===== config.mk =====
export PLATFORM = sky130hd
export DESIGN_NAME = mem_wb_pipe_reg
export DESIGN_NICKNAME = d
export VERILOG_FILES = /design/src/rtl/mem_wb_pipe_reg.sv
export SDC_FILE = /design/constraint.sdc
export NUM_CORES = 1
export LEC_CHECK = 0
export CAP_MARGIN = 20
export CORE_AREA = 5 5 100 102
export DETAILED_ROUTE_END_ITERATION = 8
export DIE_AREA = 0 0 105 107
export PLACE_DENSITY = 0.88
export SYNTH_ARGS = -nofsm -noshare
export SYNTH_HDL_FRONTEND = slang
export SYNTH_SLANG_ARGS = --single-unit

===== constraint.sdc =====
create_clock -name i_Clk -period 3.96 [get_ports i_Clk]
set_input_delay 1.188 -clock i_Clk [delete_from_list [all_inputs] [get_ports i_Clk]]
set_output_delay 1.188 -clock i_Clk [all_outputs]
set_load 0.02 [all_outputs]

===== src/rtl/mem_wb_pipe_reg.sv =====
// MEM/WB pipeline register: DEPTH stages of writeback control and data with
// stall/flush, zero-register write suppression, WB data mux and retire counter.
module mem_wb_pipe_reg #(
  parameter int DATA_W          = 32,
  parameter int REG_ADDR_W      = 5,
  parameter int DEPTH           = 1,
  parameter bit ZERO_REG_SQUASH = 1'b1,
  parameter int CNT_W           = 16
) (
  input  logic                  i_Clk,
  input  logic                  i_Rst,
  input  logic                  i_Stall,
  input  logic                  i_Flush,
  input  logic                  i_ValidIn,
  input  logic [1:0]            i_WBin,
  input  logic [DATA_W-1:0]     i_ReadData,
  input  logic [DATA_W-1:0]     i_ALUResult,
  input  logic [REG_ADDR_W-1:0] i_WriteReg,
  output logic                  o_ValidOut,
  output logic                  o_MemtoReg,
  output logic                  o_RegWrite,
  output logic [DATA_W-1:0]     o_ReadDataOut,
  output logic [DATA_W-1:0]     o_ALUResultOut,
  output logic [REG_ADDR_W-1:0] o_WriteRegOut,
  output logic [DATA_W-1:0]     o_WBData,
  output logic [CNT_W-1:0]      o_RetireCount
);

  localparam int LAST = DEPTH - 1;

  if (DEPTH < 1 || DEPTH > 4) begin : g_bad_depth
    $error("mem_wb_pipe_reg: DEPTH must be in 1..4");
  end

  // Handshake: i_ValidIn qualifies the input entry; an entry is accepted on an
  // edge with Stall=0 and Flush=0, and leaves the last stage on an edge with
  // Stall=0 or Flush=1 (a flush edge still performs the pending writeback).
  logic [DEPTH-1:0]                 r_valid;
  logic [DEPTH-1:0]                 r_m2r;
  logic [DEPTH-1:0]                 r_rw;
  logic [DEPTH-1:0][DATA_W-1:0]     r_rd;
  logic [DEPTH-1:0][DATA_W-1:0]     r_alu;
  logic [DEPTH-1:0][REG_ADDR_W-1:0] r_wr;
  logic [CNT_W-1:0]                 r_cnt;

  logic w_retire;
  logic w_zero_dst;

  always_ff @(posedge i_Clk) begin
    if (i_Rst || i_Flush) begin
      r_valid <= '0;
      r_m2r   <= '0;
      r_rw    <= '0;
      r_rd    <= '0;
      r_alu   <= '0;
      r_wr    <= '0;
    end else if (!i_Stall) begin
      r_valid[0] <= i_ValidIn;
      r_m2r[0]   <= i_ValidIn & i_WBin[0];
      r_rw[0]    <= i_ValidIn & i_WBin[1];
      r_rd[0]    <= i_ReadData;
      r_alu[0]   <= i_ALUResult;
      r_wr[0]    <= i_WriteReg;
      for (int i = 1; i < DEPTH; i++) begin
        r_valid[i] <= r_valid[i-1];
        r_m2r[i]   <= r_m2r[i-1];
        r_rw[i]    <= r_rw[i-1];
        r_rd[i]    <= r_rd[i-1];
        r_alu[i]   <= r_alu[i-1];
        r_wr[i]    <= r_wr[i-1];
      end
    end
  end

  assign w_retire = ~i_Rst & r_valid[LAST] & (~i_Stall | i_Flush);

  always_ff @(posedge i_Clk) begin
    if (i_Rst) begin
      r_cnt <= '0;
    end else if (w_retire) begin
      r_cnt <= r_cnt + 1'b1;
    end
  end

  assign w_zero_dst     = ZERO_REG_SQUASH && (r_wr[LAST] == '0);
  assign o_ValidOut     = r_valid[LAST];
  assign o_MemtoReg     = r_valid[LAST] & r_m2r[LAST];
  assign o_RegWrite     = r_valid[LAST] & r_rw[LAST] & ~w_zero_dst;
  assign o_ReadDataOut  = r_rd[LAST];
  assign o_ALUResultOut = r_alu[LAST];
  assign o_WriteRegOut  = r_wr[LAST];
  assign o_WBData       = o_MemtoReg ? r_rd[LAST] : r_alu[LAST];
  assign o_RetireCount  = r_cnt;

endmodule


run_1/zoom.png
Region (32, 12) to (72, 52) um. Cells in gray, sequential cells in the stronger gray; small squares are vias.
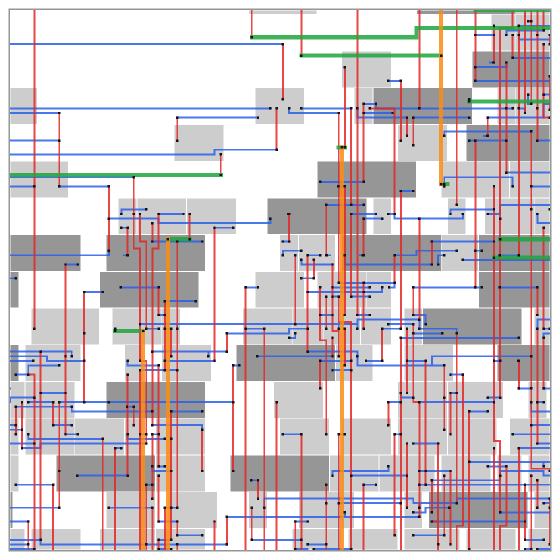
legend:
  met2:
    color: red
  met3:
    color: green
  met1:
    color: blue
  met4:
    color: orange
netlist names of flops here include: o_ReadDataOut (6), o_RetireCount (5), o_ALUResultOut (4)
cells with their middle in the window: 92
sequential cells in the window: 18
most frequent: clkdlybuf4s50_1 (22), dfxtp_1 (18), nor2_1 (16)

run_1/clock_map.png
Bar = 20 um.
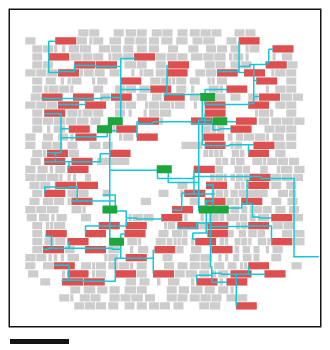
legend:
  clock wires:
    color: cyan
    length: 999 um
  cells driving clock nets:
    color: green
    count: 9
  flip-flops:
    color: red
    count: 88
flops lie: widely spread
routed clock nets: 10

==> results.toml <==
# flow metrics
[job]
maxCapViolations = 0
warnings = 26

[clock_tree]
cts_tree = "yes"
cts_hold_buf = 0
cts_setup_buffers = 0
cts_buffers = 9

[grt]
use_met1_pct = 21.6
grt_pass1_wl_um = 17400
grt_usage_pct = 18.7
grt_pass1_vias = 3548

[logic_synthesis]
yosys_cells = 359
mux_share_pct = 28.7
ff_type = "dfxtp_1"
ys.flops = 88
syn_area_sq_mm = 0.00367
ys_top_logic_family = "multiplexers"
ys_sh_xor_pct = 1.67
async_flop_share_pct = 0

[final_layout]
drive_gt1_share_pct = 10.4
ff_count = 88
comb_area_sq_mm = 0.00179
clock_buffers = 10
largest_cell_class = "buffers"
final-clk-cell-share_pct = 2.98
n_antenna_cell = 0
postLayoutCellArea_sq_mm = 0.00588

[power_and_ir_drop]
switchingPower_mw = 0.435
top_power_group = "registers"

[critical_path]
critPathCapture = "o_WBData[16]"
cp-start-kind = "register"
setup.worst_path.start = "o_ValidOut"
worst_path_max_delay_cell = "clkdlybuf4s50_1"
r2r_start = "o_RetireCount[0]"
reg2reg_setup_slack_ns = 2.27

[worst_hold_path]
hp-start = "o_RetireCount[15]"

[floorplanning]
fp-row-count = 35

[placement]
dpl.hpwl_um = 8380
port_buffers = 195

[sta]
hold_slack_ns = 0.503
min_period_ns = 3.51
finalCritPeriodShare_pct = 88.7
setup_slack_ns = 0.446

[run_status]
status = "complete, no violations"

[detailed_routing]
wl_per_cell_um = 16.6
run_1/met3.png
Bar = 20 um.
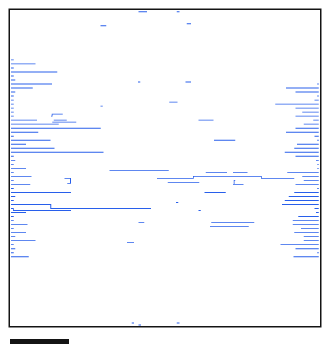
longest straight run: 33.8 um
wire length on this layer: 768 um
nets with wire on the layer: 113
DRT Wirelength: 10,900 um
GR Util met3: 5.42%
via count: 3,358

==> run 1: cell usage after synthesis, types with 2 or more instances <==
| cell type | n | share of area [%] |
|---|---|---|
| inv_1 | 2 | 0.20 |
| nand4_1 | 6 | 1.0 |
| buf_2 | 7 | 0.96 |
| a21oi_1 | 10 | 1.4 |
| clkbuf_1 | 9 | 0.92 |
| o31ai_1 | 7 | 1.4 |
| buf_1 | 7 | 0.72 |
| mux2_2 | 32 | 9.8 |
| mux2i_1 | 69 | 19 |
| or4_1 | 7 | 1.4 |
| nand3_1 | 6 | 0.82 |
| or3_1 | 2 | 0.34 |
| nand2_1 | 5 | 0.51 |
| xor2_1 | 7 | 1.7 |
| dfxtp_1 | 88 | 48 |
| a22oi_1 | 2 | 0.41 |
| nor2_1 | 79 | 8.1 |
